==> config.mk <==
export PLATFORM = sky130hd
export DESIGN_NAME = i4004_run_ctrl
export DESIGN_NICKNAME = d
export VERILOG_FILES = /design/src/rtl/i4004_defs.sv /design/src/rtl/i4004_run_ctrl_sync_edge.sv /design/src/rtl/i4004_run_ctrl.sv
export SDC_FILE = /design/constraint.sdc
export NUM_CORES = 1
export LEC_CHECK = 0
export ABC_AREA = 0
export CORE_UTILIZATION = 45
export DETAILED_ROUTE_END_ITERATION = 8
export PLACE_DENSITY = 0.84
export SYNTH_ARGS = -nofsm -noshare
export SYNTH_HDL_FRONTEND = slang
export SYNTH_SLANG_ARGS = --single-unit
==> constraint.sdc <==
create_clock -name CLK -period 1.9 [get_ports CLK]
set_clock_uncertainty 0.15 [all_clocks]
set_input_delay 0.19 -clock CLK [delete_from_list [all_inputs] [get_ports CLK]]
set_output_delay 0.19 -clock CLK [all_outputs]
set_load 0.1 [all_outputs]
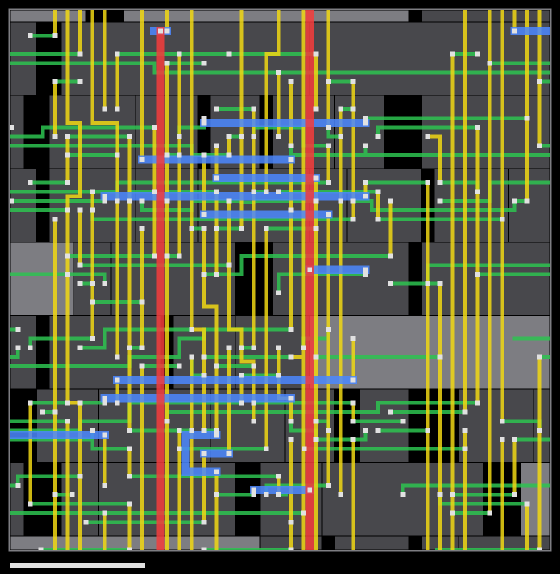
(run_1/closeup.png)
The bar under the picture is 5 um long. Region (28, 43) to (48, 63) um. Cells in grey, sequential cells in the stronger grey; small squares are vias.
M1 -> green
M2 -> yellow
M3 -> blue
M4 -> red
sequential cells in the window = 1
most frequent = buf_4 (5), a21oi_1 (3), clkbuf_8 (3)
cells with their middle in the window = 34

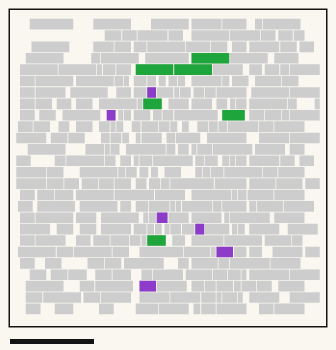
(run_1/gates.png)
The bar under the picture is 20 um long.
fa/ha/maj cells -> green  # cells 6, most used ha_4
and/or cells -> purple  # cells 6, most used or3_1
dominant logic cell type in the layout: sky130_fd_sc_hd__buf_12
number of standard cells in the final layout excluding fillers: 397
combinational share of cell area: 0.339

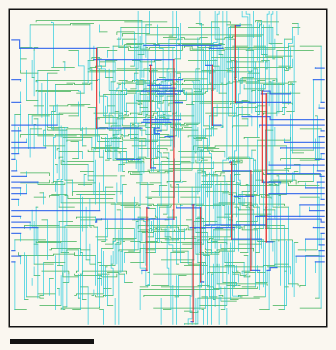
(run_1/layers.png)
The bar under the picture is 20 um long.
M2 -> cyan  # wire length 4,020 um
M1 -> green  # wire length 2,730 um
M4 -> red  # wire length 274 um
M3 -> blue  # wire length 505 um
drt wl/cell: 19.0 um
total vias in the final route: 2,249
Total Wirelength: 7530 um

==> results.txt <==
Implementation results

In this run the most used layer during global routing was met2. Of the available clock period, the critical path in the final layout requires 1.08. For this run the detailed placement stage logged an HPWL of 5000 um. TritonCTS built the clock tree.

The number of tap instances is 70. Measured on the final layout, the clock distribution area share stands at 0.0213. Each instance of the synthesized netlist takes up on average 10.8 um^2. The setup TNS is -2610 ps. Per the log, the first TritonRoute iteration ended with a DRC count of about 140. Looking at the area split, the leading class of cells is multi-input combinational cells. The number of antenna diodes in the final layout is 0. The multi-input logic cell count is 157. The routed design uses 4020 um of met2 wire. In the final layout, the multi-input gates occupy 1490 um^2. The total number of yosys warnings is 0. The power report attributes to the clock group a share of 0.094.

The floorplan die width is 75.4 um. The final reports fail on setup timing. The met1 track demand over resource in global routing is 0.302. The slew check shows that the tightest pin keeps a relative margin of 0.592. The number of nets in the synthesized netlist is approximately 270.

In this run, synthesis inferred 0 flip-flops with an integrated enable. In the final layout, excluding clock inverters the inverter count is 6. The async set-or-reset flop fraction in the synthesized netlist is 1.00.

The die covers 5690 um^2. Measured on the final layout, buffering overhead outside the clock network stands at 0.334. The number of nets at the end of the flow is 372. The switching portion of total power comes to 0.497.

The post-synthesis cell count is 224. Post-synthesis, Yosys gives the total cell area as 2430 um^2. STA puts the critical path data arrival time at about 1700 ps. Of the total power, combinational logic draws 0.674. Summing all flip-flop and latch instances after layout gives 1230 um^2.

There are 48 flip-flops and latches. The synthesized cell area is 2430 um^2. The via count of the first global-routing pass is 2,350. For met3 alone, demand over resource in global routing was 0.0728.

The first detailed-routing pass ran for 4 iterations. The routed length on met1 is 2730 um. Hold-check failures listed in the final report amount to 0. The data required time at the worst endpoint is 1560 ps.

The commonest register cell is sky130_fd_sc_hd__dfrtp_1. The highest net fanout along the worst path is 12. Clock tree synthesis inserted a total of 5 buffers.

The worst setup path is captured at a primary output. Buffers placed on the I/O ports in this run total 82. The count of cells along the worst hold path is 1. Entering global routing, the biggest net connects 49 pins. Dividing total power by cell area gives a power density of ~1600 nW/um^2. The number of buffers outside the clock class in the layout is 108.

The run finished, with violations left. Endpoints with negative setup slack in the final report add up to 26. Note that the worst hold path type here is input port to flip-flop.

After global routing the overflow that remains totals 0. The switching power is 3.40 mW. The number of library cell types mapped by synthesis is 39. The DRC violations left is 0. The critical path in the final layout is reported with a setup slack of -150 ps.

The OpenROAD warning count is 32. The length in cells of the worst reg-to-reg path is 5. The worst-case reg-to-reg setup slack stands at 20 ps. The skew report gives the latency at the later pin of the worst-skew pair as 310 ps. The final layout report lists a filler cell count of 260. By startpoint and endpoint, the worst setup path is classified as flip-flop to primary output. Counting pins that exceed their max-slew limit in the final report gives 0. The total routing usage reported by global routing is 0.270. Per the post-CTS timing run, clock transition at the registers of the reported paths is roughly 90 ps.

The total power consumption of the routed design is 6.84 mW. The highest metal layer with signal wires is met4. The count of instantiated cells in the yosys netlist is 224.

The count of boundary I/O pins is around 84. The share of the core filled with cells in the final layout is 0.857. The root buffer cell chosen for the clock tree is sky130_fd_sc_hd__clkbuf_8. The share of layout cells above drive strength 1 is 0.526. The top achievable clock speed is 488 MHz. For this run, the detailed router reports a per-instance via density of 5.66. Nets still carrying antenna violations after routing amount to 0.

The first global-routing pass estimated around 11,000 um of wire. At the floorplan stage, the core utilization is reported as 0.472. The floorplan has 26 rows. The flip-flop count of the largest register, all copies and words added is 16.

The post-placement cell count is 378. The static leakage is 1.81 nW. The clock buffer count is 7. Setup repair after global routing could not meet its margin everywhere. The region available for standard cell placement spans 5140 um^2. The met3 layer wire length in the routed design is 504 um.

Of the synthesized area, sequential elements account for 0.495.
==> run 1: cell usage after synthesis, types with 2 or more instances <==
cell type                  number  area share
sky130_fd_sc_hd__dfrtp_1       48        0.49
sky130_fd_sc_hd__mux2_2        25        0.12
sky130_fd_sc_hd__nor2_1        22       0.034
sky130_fd_sc_hd__nand2_1       12       0.019
sky130_fd_sc_hd__a22o_1        11       0.040
sky130_fd_sc_hd__nand3_1       10       0.021
sky130_fd_sc_hd__a22oi_1        9       0.028
sky130_fd_sc_hd__o21ai_0        9       0.019
sky130_fd_sc_hd__a21oi_1        8       0.016
sky130_fd_sc_hd__ha_1           6       0.031
sky130_fd_sc_hd__inv_1          6      0.0093
sky130_fd_sc_hd__nand2b_1       6       0.015
sky130_fd_sc_hd__buf_2          5       0.010
sky130_fd_sc_hd__clkbuf_1       5      0.0077
sky130_fd_sc_hd__nor2b_1        5       0.013
sky130_fd_sc_hd__xnor2_1        5       0.018
sky130_fd_sc_hd__nor3_1         3      0.0062
sky130_fd_sc_hd__or3_1          3      0.0077
sky130_fd_sc_hd__buf_4          2      0.0062
sky130_fd_sc_hd__nand4b_1       2      0.0072
sky130_fd_sc_hd__nor4_4         2       0.018
sky130_fd_sc_hd__o22ai_1        2      0.0052
sky130_fd_sc_hd__xor2_1         2      0.0072
==> run 1: what timing repair did <==
| item | CTS | global route |
|---|---|---|
| hold endpoints to repair | 48 | 0 |
| hold buffers | 1 | 0 |
| gates resized | 13 | 19 |
| pin swaps | 4 | 4 |
| setup endpoints to repair | 27 | 30 |
| buffers inserted | 9 | 1 |
==> run 1: cells by family (layout without fill, tap and decap cells) <==
| group | after synthesis | count (layout) | synth area share |
|---|---|---|---|
| AND-OR/OR-AND | 46 | 46 | 0.131 |
| XOR/XNOR | 7 | 7 | 0.0253 |
| adder cells (fa/ha/maj) | 6 | 6 | 0.0309 |
| buffers and inverters | 19 | 122 | 0.0381 |
| flip-flops | 48 | 48 | 0.495 |
| multiplexers | 26 | 26 | 0.120 |
| other | 1 | 1 | 0.00154 |
| AND/OR/NAND/NOR | 71 | 71 | 0.158 |
==> run 1: power by group through the flow <==
stage | registers, mW | clock network (mW) | logic (mW)
2_1_floorplan | 1.84 | 0 | 2.52
3_3_place_gp | 1.55 | 0 | 4.21
3_5_place_dp | 1.58 | 0 | 4.28
4_1_cts | 1.56 | 0.650 | 4.47
5_1_grt | 1.63 | 0.698 | 4.77
6_report | 1.59 | 0.645 | 4.61
==> run 1: stage by stage <==
stage,hold slack [ps],area [um^2],setup slack [ps]
2_1_floorplan,-256,2730,-42.9
3_3_place_gp,168,4100,188
3_5_place_dp,173,4100,88.0
4_1_cts,172,4310,-157
5_1_grt,176,4400,-214
6_report,174,4400,-150
==> run 1: critical path: stages, from the launching register on <==
cell and delay [ps]:
sky130_fd_sc_hd__dfrtp_2 440, sky130_fd_sc_hd__or2b_1 270, sky130_fd_sc_hd__a21oi_2 200, sky130_fd_sc_hd__buf_12 170
sky130_fd_sc_hd__a22o_4 150, sky130_fd_sc_hd__buf_12 170
Power figures rest on the tool's default switching activity, not on a simulated workload.
